`src/rtl/alu_issue_stage.sv`:
```
// Issue/retire wrapper around the combinational alu_16bit: command FIFO, registered
// ALU drive stage (S1) and a held result register (S2) behind valid/ready handshakes.
module alu_issue_stage #(
  parameter int unsigned DEPTH = 4,
  parameter int unsigned CNT_W = 8
) (
  input  logic                     clk,
  input  logic                     rst_n,
  input  logic                     in_valid,
  output logic                     in_ready,
  input  logic [2:0]               in_opcode,
  input  logic [15:0]              in_a,
  input  logic [15:0]              in_b,
  input  logic                     in_c,
  output logic [15:0]              alu_A,
  output logic [15:0]              alu_B,
  output logic                     alu_c_in,
  output logic [2:0]               alu_opcode,
  input  logic [15:0]              alu_result,
  input  logic                     alu_parity,
  input  logic                     alu_c_out,
  input  logic [2:0]               alu_compare,
  input  logic                     alu_overflow,
  input  logic [15:0]              alu_mul_high,
  input  logic [15:0]              alu_mul_low,
  output logic                     out_valid,
  input  logic                     out_ready,
  output logic [2:0]               out_opcode,
  output logic [15:0]              out_result,
  output logic [15:0]              out_mul_high,
  output logic [15:0]              out_mul_low,
  output logic [2:0]               out_compare,
  output logic                     out_parity,
  output logic                     out_overflow,
  output logic                     out_c_out,
  output logic [$clog2(DEPTH):0]   fifo_count,
  output logic [CNT_W-1:0]         ovf_count
);

  localparam int unsigned AW = $clog2(DEPTH);
  localparam int unsigned CW = AW + 1;

  typedef struct packed {
    logic [2:0]  opcode;
    logic [15:0] a;
    logic [15:0] b;
    logic        c;
  } cmd_t;

  typedef struct packed {
    logic [2:0]  opcode;
    logic [15:0] result;
    logic [15:0] mul_high;
    logic [15:0] mul_low;
    logic [2:0]  compare;
    logic        parity;
    logic        overflow;
    logic        c_out;
  } res_t;

  cmd_t           mem_q [DEPTH];
  cmd_t           mem_d [DEPTH];
  logic [AW-1:0]  wr_ptr_q, wr_ptr_d;
  logic [AW-1:0]  rd_ptr_q, rd_ptr_d;
  logic [CW-1:0]  count_q, count_d;
  logic           in_ready_q, in_ready_d;
  logic           s1_valid_q, s1_valid_d;
  cmd_t           s1_q, s1_d;
  logic           out_valid_q, out_valid_d;
  res_t           out_q, out_d;
  logic [CNT_W-1:0] ovf_q, ovf_d;

  logic push, pop, adv2;

  // Next-state for FIFO, drive stage, result register and overflow counter
  always_comb begin
    push        = in_valid && in_ready_q;
    adv2        = s1_valid_q && (!out_valid_q || out_ready);
    pop         = (count_q != '0) && (!s1_valid_q || adv2);
    mem_d       = mem_q;
    wr_ptr_d    = wr_ptr_q;
    rd_ptr_d    = rd_ptr_q;
    s1_d        = s1_q;
    s1_valid_d  = s1_valid_q;
    out_d       = out_q;
    out_valid_d = out_valid_q;
    ovf_d       = ovf_q;

    if (push) begin
      mem_d[wr_ptr_q] = '{opcode: in_opcode, a: in_a, b: in_b, c: in_c};
      wr_ptr_d        = wr_ptr_q + AW'(1);
    end
    if (pop) begin
      rd_ptr_d = rd_ptr_q + AW'(1);
    end
    count_d    = count_q + CW'(push) - CW'(pop);
    in_ready_d = (count_d < CW'(DEPTH));

    // alu_* keep their last value when S1 drains
    if (pop) begin
      s1_d       = mem_q[rd_ptr_q];
      s1_valid_d = 1'b1;
    end else if (adv2) begin
      s1_valid_d = 1'b0;
    end

    if (adv2) begin
      out_d = '{opcode:   s1_q.opcode,
                result:   alu_result,
                mul_high: alu_mul_high,
                mul_low:  alu_mul_low,
                compare:  alu_compare,
                parity:   alu_parity,
                overflow: alu_overflow,
                c_out:    alu_c_out};
      out_valid_d = 1'b1;
    end else if (out_ready) begin
      out_valid_d = 1'b0;
    end

    if (out_valid_q && out_ready && out_q.overflow && (ovf_q != '1)) begin
      ovf_d = ovf_q + CNT_W'(1);
    end
  end

  always_ff @(posedge clk or negedge rst_n) begin
    if (!rst_n) begin
      for (int i = 0; i < int'(DEPTH); i++) mem_q[i] <= '0;
      wr_ptr_q    <= '0;
      rd_ptr_q    <= '0;
      count_q     <= '0;
      in_ready_q  <= 1'b1;
      s1_q        <= '0;
      s1_valid_q  <= 1'b0;
      out_q       <= '0;
      out_valid_q <= 1'b0;
      ovf_q       <= '0;
    end else begin
      mem_q       <= mem_d;
      wr_ptr_q    <= wr_ptr_d;
      rd_ptr_q    <= rd_ptr_d;
      count_q     <= count_d;
      in_ready_q  <= in_ready_d;
      s1_q        <= s1_d;
      s1_valid_q  <= s1_valid_d;
      out_q       <= out_d;
      out_valid_q <= out_valid_d;
      ovf_q       <= ovf_d;
    end
  end

  assign in_ready     = in_ready_q;
  assign alu_A        = s1_q.a;
  assign alu_B        = s1_q.b;
  assign alu_c_in     = s1_q.c;
  assign alu_opcode   = s1_q.opcode;
  assign out_valid    = out_valid_q;
  assign out_opcode   = out_q.opcode;
  assign out_result   = out_q.result;
  assign out_mul_high = out_q.mul_high;
  assign out_mul_low  = out_q.mul_low;
  assign out_compare  = out_q.compare;
  assign out_parity   = out_q.parity;
  assign out_overflow = out_q.overflow;
  assign out_c_out    = out_q.c_out;
  assign fifo_count   = count_q;
  assign ovf_count    = ovf_q;

endmodule

```
`config.mk`:
```
export PLATFORM = sky130hd
export DESIGN_NAME = alu_issue_stage
export DESIGN_NICKNAME = d
export VERILOG_FILES = /design/src/rtl/alu_issue_stage.sv
export SDC_FILE = /design/constraint.sdc
export NUM_CORES = 1
export LEC_CHECK = 0
export CAP_MARGIN = 15
export CORE_ASPECT_RATIO = 0.75
export CORE_MARGIN = 2
export CORE_UTILIZATION = 35
export CTS_CLUSTER_DIAMETER = 60
export DETAILED_ROUTE_END_ITERATION = 12
export GPL_ROUTABILITY_DRIVEN = 0
export HOLD_SLACK_MARGIN = 0.05
export PLACE_DENSITY = 0.54
export SLEW_MARGIN = 20
export SYNTH_ARGS = -nofsm -noshare
export SYNTH_HDL_FRONTEND = slang
export SYNTH_SLANG_ARGS = --single-unit
```
`constraint.sdc`:
```
create_clock -name clk -period 3.4 [get_ports clk]
set_input_delay 0.34 -clock clk [delete_from_list [all_inputs] [get_ports clk]]
set_output_delay 0.34 -clock clk [all_outputs]
set_load 0.03 [all_outputs]
```
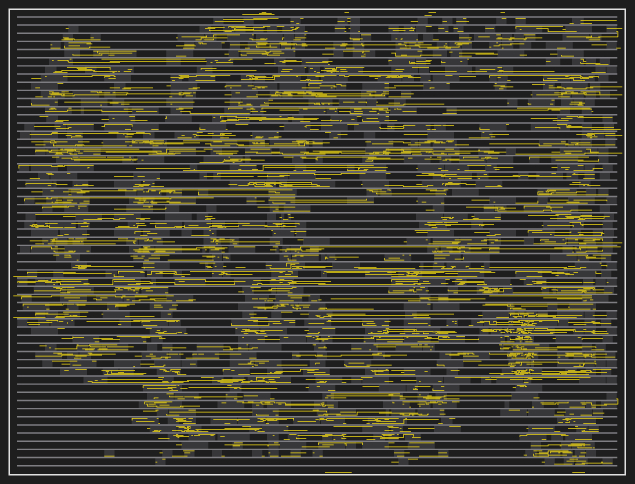
Fig. 1. Met1 routing (run 1).
(3 px per um) Supply wires on this layer in gray.
main direction: horizontal
nets with wire on the layer: 829
Via Count: 6112
Post-Route WL: 24.5 mm
met1 Use GR: 21.0%

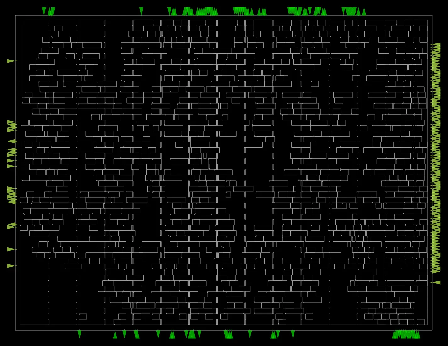
Fig. 2. Placement view (run 1).
core box area: 29900 um^2
FP Rows: 55
sequential cell area share: 45.9%

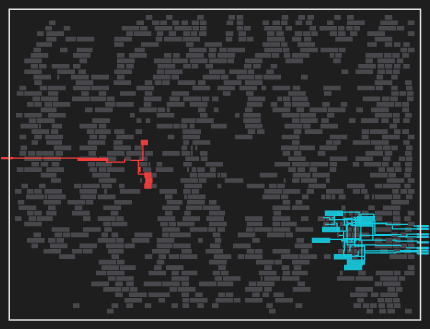
Fig. 3. Nets reached from selected ports (run 1).
(2 px per um)
legend:
  red:
    port: in_valid
    bits: 1
    direction: input
    edge: left
    end_cells: 5
    buffers: 1
    wire: 92.7 um
  cyan:
    port: ovf_count
    bits: 8
    direction: output
    edge: right
    end_cells: 8
    buffers: 8
    wire: 481 um
I/O pin count: 200
Buffers on Ports: 199

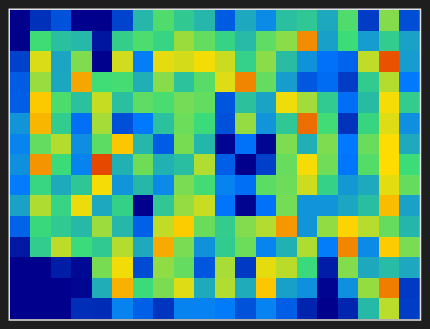
Fig. 4. Placement density heat map (run 1).
(2 px per um) 20 x 15 tiles, from dark blue (low) to red (high), 0 to 100% covered.
emptiest ninth of the die: lower left
fullest tile: 92%
tiles over 75% full: 6.7%
nearly empty tiles: 7.3%
mean over tiles: 42%
Core Util, Final: 46.5%
fp_density: 35.4%

==> out/qor.txt, run 1 <==
Pleak: 5.86 nW
Setup TNS: 0 ps
Synth Area in XOR/XNOR: 0.579%
Inverters: 7
Die Span Y: 155 um
vias in the first global route: 6914
Synth-to-Final Area Change: 31.4%
fill cell count: 2588
top comb family, area: multiplexers
dpl hpwl: 16.0 mm
Worst Tran Pin Value: 884 ps
number of diodes: 0
Reg area: 6390 um^2
CTS max path bufs: 3
FMAX: 404 MHz
Placed Instance Area: 13000 um^2
Max power group: combinational logic
Sequential Power Share: 39.1%
largest net degree at the start of global routing: 76
# Cells Yosys: 622
synth cell count leaders: dfrtp_1 (254), mux2_2 (223), mux4_2 (36)
R2R cell count: 10
hold_buf cts: 1
ys flop type: dfrtp_1
Pint: 9.34 mW
Avg Vias per Cell: 4.89
wire length of the first global-routing pass: 39.0 mm
Comb power: 5.56 mW
cell type with the largest total area: dfrtp_1
WS Path Type: reg -> reg
Clock Skew: 7.39 ps
Synth area leaders: dfrtp_1 (60%), mux2_2 (24%), mux4_2 (7.7%), mux2_4 (2.6%), buf_2 (1.1%)
P_sw: 4.53 mW
final hold viol count: 0
width of the die: 205 um
Worst Setup EP: fifo_count[2]$_DFF_PN0_
all-layer global routing usage: 15.8%
Critical R2R Launch: fifo_count[1]$_DFF_PN0_
fraction of layout cells with a size suffix above 1: 40.4%
Cell Type Count: 35
Yosys Chip Area: 10600 um^2
post-synthesis adder-cell area fraction: 1.02%
asr flop ratio synth: 100%
number of synthesized flops with an enable pin: 0
Clock Tree Root: clkbuf_16
Worst EP arrival: 2880 ps
total die area: 31700 um^2
pins over their slew limit: 0
Reg clk slew, reported paths: 60 ps
crit path launch type: register
clk_lat worst skew: 530 ps
Syn Area/Cell: 17.0 um^2
Top-area cell share: 60.0%
Top class by area: registers
clock buf count: 38
max-cap violations: 0
Slew HR: 41.1%
H-tree depth: 1
R2R setup slack: 930 ps
postcts setup bufs: 0
post-CTS resize count: 0
yosys synthesis warning count: 0
combinational fraction of design power: 40.1%
Worst IR Drop VDD: 435 uV
TritonCTS Buffers: 27
CP Data Required Time: 3810 ps
status: completed
most frequent cells in the layout: dfrtp_1 (252), mux2_2 (223), clkdlybuf4s50_1 (198)
cycle use final: 72.7%
Routed WL per cell: 19.6 um
ANT nets after route: 0
Final min period: 2470 ps
Clock net power: 2.88 mW
Final nets: 935
Gate Area: 4000 um^2
seq_cells: 255
clock share of power: 20.8%
RSZ-0062 raised after global routing: false
Seq share, synth: 60.3%
most common cell in the synthesized netlist: dfrtp_1
power density over the cells: 997 nW/um^2
CTS tree: yes
tool warnings: 29
syn nets: 724
[run 1: metrics by stage]
step	setup WS, ps	instances	hold WS (ps)
after floorplan	650	622	44.4
after global placement	677	1202	335
after detailed placement	621	1202	351
after CTS	910	1249	370
after global routing	760	1249	389
final	928	1249	347
[run 1: layer usage]
metal | GRT usage, % | part of all wire (%) | vias to the layer above
li1 | - | - | 2690
met4 | 3.17 | 1.5 | 2
met2 | 26.4 | 49 | 156
met5 | 0 | 0.053 | -
met3 | 3.88 | 6.0 | 39
met1 | 21.0 | 44 | 3225
[run 1: worst max-delay path: stages (launching register included)]
cell and delay [ps]:
dfrtp_1 450, or3_4 420, and2_4 170, ha_1 260, inv_1 60, ha_1 130, inv_1 50, fa_1 370
xnor2_1 170, xor2_1 210, inv_1 70
Fig. 5: run 1, cell sizes after repair
(2 px per um)
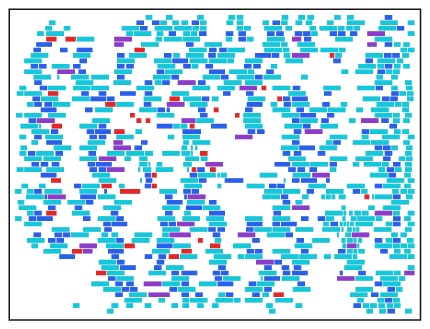

--- run 2 (diff from run 1) ---
- PLACE_DENSITY: 0.54 -> 0.57
- clock period: 3.4 -> 2.26 ns (I/O delays scaled with it)
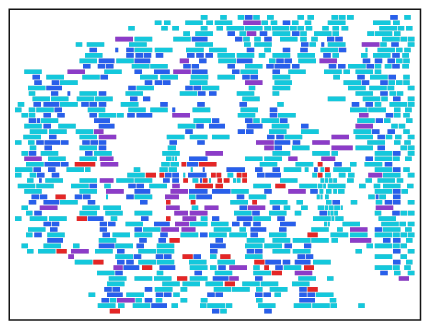
Fig. 6. Cell sizes after repair (run 2).
(2 px per um)
legend:
  cyan:
    size: x1 and smaller
    cells: 495
    share: 57%
    most_used: dfrtp_1
  purple:
    size: x6 and larger
    cells: 53
    share: 6.1%
    most_used: clkbuf_16
  red:
    size: x3 and x4
    cells: 41
    share: 4.7%
    most_used: mux2_4
  blue:
    size: x2
    cells: 280
    share: 32%
    most_used: mux2_2
Synth-to-Final Area Change: 34.9%
Non-clk bufs: 228
Worst Slack Setup Final: 11.3 ps
Final Cell Area: 14300 um^2

==> out/qor.txt, run 2 <==
CTS tree: yes
H-tree depth: 1 (unchanged)
Yosys Chip Area: 10600 um^2 (unchanged)
# Cells Yosys: 622 (unchanged)
CP top delay family: adder cells
clock buf count: 39 (+2.6%)
fill cell count: 2564 (-0.93%)
core box area: 29900 um^2 (unchanged)
all-layer global routing usage: 16.2% (+0.44 points)
Final min period: 2250 ps (-224 ps)
dpl hpwl: 17.2 mm (+7.7%)
CP Data Required Time: 2680 ps (-1130 ps)
width of the die: 205 um (unchanged)
Setup TNS: 0 ps (unchanged)
number of synthesized flops with an enable pin: 0 (unchanged)
Final nets: 951 (+1.7%)
number of diodes: 0 (unchanged)
Comb power: 8.98 mW (+62%)
Sequential Power Share: 36.7% (-2.4 points)
fp_density: 35.4% (unchanged)
Reg area: 6390 um^2 (about the same)
FP Rows: 55 (unchanged)
max-cap violations: 0 (unchanged)
WL met1: 11.1 mm (+3.1%)
fraction of layout cells with a size suffix above 1: 43.0% (+2.7 points)
CTS max path bufs: 3 (unchanged)
TritonCTS Buffers: 29 (+7.4%)
vias in the first global route: 7043 (+1.9%)
wire length of the first global-routing pass: 39.8 mm (+2.1%)
asr flop ratio synth: 100% (unchanged)
combinational fraction of design power: 41.6% (+1.5 points)
clock share of power: 21.7% (+0.9 points)
Seq share, synth: 60.3% (unchanged)
Top-area cell share: 60.0% (unchanged)
total die area: 31700 um^2 (unchanged)
clk_lat worst skew: 540 ps (about the same)
post-CTS resize count: 0 (unchanged)
most common cell in the synthesized netlist: dfrtp_1
pins over their slew limit: 0 (unchanged)
hold slack: 225 ps (-122 ps)
FMAX: 445 MHz (+9.9%)
Die Span Y: 155 um (unchanged)
Worst Tran Pin Value: 760 ps (-124 ps)
status: completed
R2R cell count: 10 (unchanged)
ys flop type: dfrtp_1
sequential cell area share: 44.8% (-1.2 points)
tool warnings: 31 (+6.9%)
met3 wire len: 1.84 mm (+25%)
synth cell count leaders: dfrtp_1 (254), mux2_2 (223), mux4_2 (36)
hold_buf cts: 1 (unchanged)
Buffers on Ports: 199 (unchanged)
Clock Tree Root: clkbuf_16
Clock Skew: 8.92 ps (+1.53 ps)
Top class by area: registers
Core Util, Final: 47.7% (+1.2 points)
Worst IR Drop VDD: 819 uV (+88%)
Worst EP arrival: 2670 ps (-210 ps)
cycle use final: 99.5% (+27 points)
CP bufs+invs: 3 (unchanged)
seq_cells: 255 (unchanged)
Clock net power: 4.69 mW (+63%)
Inverters: 7 (unchanged)
yosys synthesis warning count: 0 (unchanged)
syn nets: 724 (unchanged)
Syn Area/Cell: 17.0 um^2 (unchanged)
Worst Setup EP: fifo_count[2]$_DFF_PN0_
final std cells w/o fill: 1268 (+1.5%)
Critical R2R Launch: fifo_count[0]$_DFF_PN0_
crit-path cells: or3_4, and2_4, ha_4, inv_2, ha_4, inv_2, fa_2, xnor2_2, xor2_1, inv_1
Gate Area: 4040 um^2 (+0.87%)
final hold viol count: 0 (unchanged)
Routed WL per cell: 20.1 um (+2.2%)
R2R setup slack: 10 ps (-920 ps)
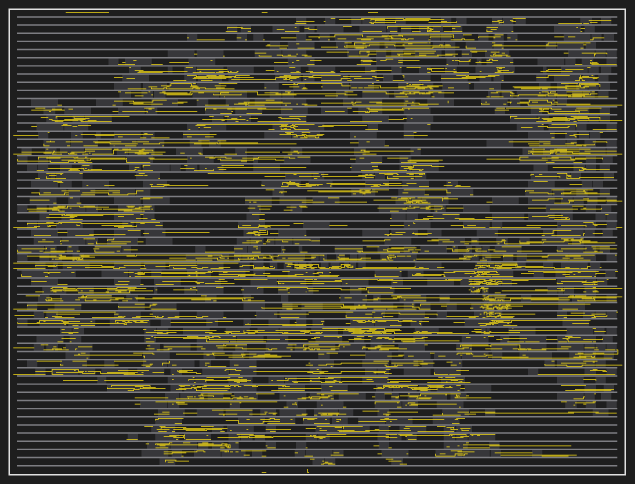
Fig. 7. Met1 routing (run 2).
(3 px per um) Supply wires on this layer in gray.
main direction: horizontal
wire length on this layer: 11100 um
Via Count: 6178
met1 Use GR: 21.3%
Post-Route WL: 25.5 mm

-- run 2: cell count changes in the layout (fill, tap and decap cells not counted), sizes merged --
cell           previous run  this run
dlymetal6s2s              0         1
clkbuf                   38        39
clkinv                    5         7
clkdlybuf4s50           198       197
inv                       7         9
buf                      15        29
-- run 2: logic make-up (layout without fill, tap and decap cells) --
family,Yosys count,in the layout,synth area share [%]
buffers and inverters,39,286,2.12
flip-flops,255,255,60.3
AND/OR/NAND/NOR,27,27,1.48
multiplexers,278,278,34.0
adder cells (fa/ha/maj),8,8,1.02
AND-OR/OR-AND,8,8,0.508
XOR/XNOR,7,7,0.579
-- run 2: per-layer routing --
layer / GRT usage [%] / vias up
li1: - / 2739
met1: 21.3 / 3206
met4: 3.52 / 2
met2: 27.2 / 184
met3: 4.19 / 47
met5: 0 / -
Fig. 8: run 2, placement density heat map
(2 px per um) 20 x 15 tiles, from dark blue (low) to red (high), 0 to 100% covered.
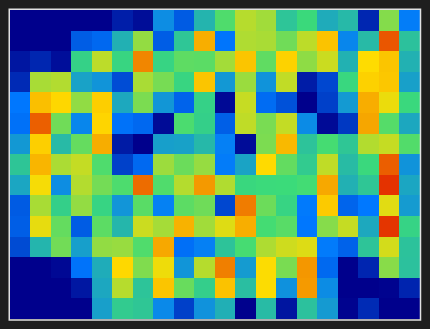

--- run 3 (diff from run 2) ---
- PLACE_DENSITY: 0.57 -> 0.67
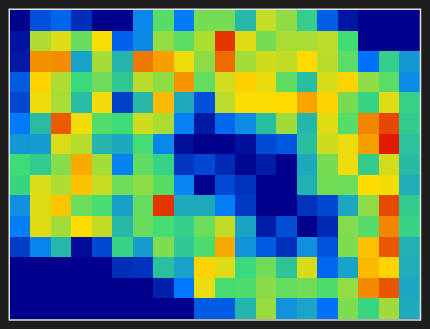
Fig. 9. Placement density heat map (run 3).
(2 px per um) 20 x 15 tiles, from dark blue (low) to red (high), 0 to 100% covered.
nearly empty tiles: 13%
fullest tile: 97%
mean over tiles: 43%
densest ninth of the die: top center
emptiest ninth of the die: lower left
Core Util, Final: 47.3%

==> out/qor.txt, run 3 <==
Final Cell Area: 14200 um^2 (-0.82%)
vias in the first global route: 6409 (-9.0%)
synth cell count leaders: dfrtp_1 (254), mux2_2 (223), mux4_2 (36)
number of synthesized flops with an enable pin: 0 (unchanged)
Worst Setup EP: fifo_count[2]$_DFF_PN0_
width of the die: 205 um (unchanged)
final std cells w/o fill: 1262 (-0.47%)
Top-area cell share: 60.0% (unchanged)
FMAX: 458 MHz (+2.9%)
status: completed
Top class by area: registers
ys flop type: dfrtp_1
Non-clk bufs: 225 (-1.3%)
sequential cell area share: 45.1% (+0.35 points)
Worst EP arrival: 2590 ps (-80 ps)
Routed WL per cell: 18.3 um (-9.0%)
R2R setup slack: 80 ps (+60 ps)
Buffers on Ports: 199 (unchanged)
met3 wire len: 1.65 mm (-10%)
clock buf count: 42 (+7.7%)
Clock Skew: 7.32 ps (-1.61 ps)
Final min period: 2180 ps (-64.2 ps)
wire length of the first global-routing pass: 36.6 mm (-8.1%)
all-layer global routing usage: 14.7% (-1.5 points)
Final nets: 946 (-0.53%)
hold_buf cts: 1 (unchanged)
gr busiest metal: met2
asr flop ratio synth: 100% (unchanged)
Gate Area: 4040 um^2 (unchanged)
cycle use final: 96.7% (-2.8 points)
final hold viol count: 0 (unchanged)
TritonCTS Buffers: 27 (-6.9%)
CTS max path bufs: 3 (unchanged)
H-tree depth: 1 (unchanged)
syn nets: 724 (unchanged)
Synth-to-Final Area Change: 33.8%
met1 Use GR: 20.5% (-0.81 points)
total die area: 31700 um^2 (unchanged)
CP Data Required Time: 2660 ps (-20 ps)
max-cap violations: 0 (unchanged)
number of diodes: 0 (unchanged)
FP Rows: 55 (unchanged)
Syn Area/Cell: 17.0 um^2 (unchanged)
Critical R2R Launch: fifo_count[0]$_DFF_PN0_
combinational fraction of design power: 42.3% (+0.7 points)
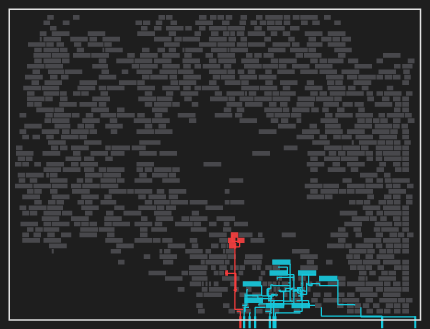
Fig. 10. Nets reached from selected ports (run 3).
(2 px per um)
legend:
  red:
    port: in_valid
    bits: 1
    direction: input
    edge: bottom
    end_cells: 5
    buffers: 2
    wire: 71.5 um
  cyan:
    port: ovf_count
    bits: 8
    direction: output
    edge: bottom
    end_cells: 8
    buffers: 8
    wire: 449 um

-- run 3: cell types whose count changed in the layout (fill, tap and decap cells not counted), sizes merged --
cell           previous run  this run
clkinvlp                  1         2
inv                       9         7
buf                      29        26
clkdlybuf4s50           197       198
clkbuf                   39        42
dlymetal6s2s              1         0
clkinv                    7         3
bufinv                    2         1
-- run 3: worst max-delay path: stages (launching register included) --
cell and delay, ps:
dfrtp_2 400, or3_4 390, and2_4 160, ha_4 210, inv_4 50, ha_4 110, inv_2 30, fa_2 340
xnor2_2 140, xor2_1 190, inv_1 60
-- run 3: kinds of logic after synthesis --
logic type	after synthesis	synth area share [%]
adders and majority gates	8	1.02
muxes	278	34.0
xor gates and xnor gates	7	0.579
buffers and inverters	39	2.12
DFF	255	60.3
and+or+nand+nor	27	1.48
AOI/OAI and AO/OA	8	0.508
Power figures rest on the tool's default switching activity, not on a simulated workload.
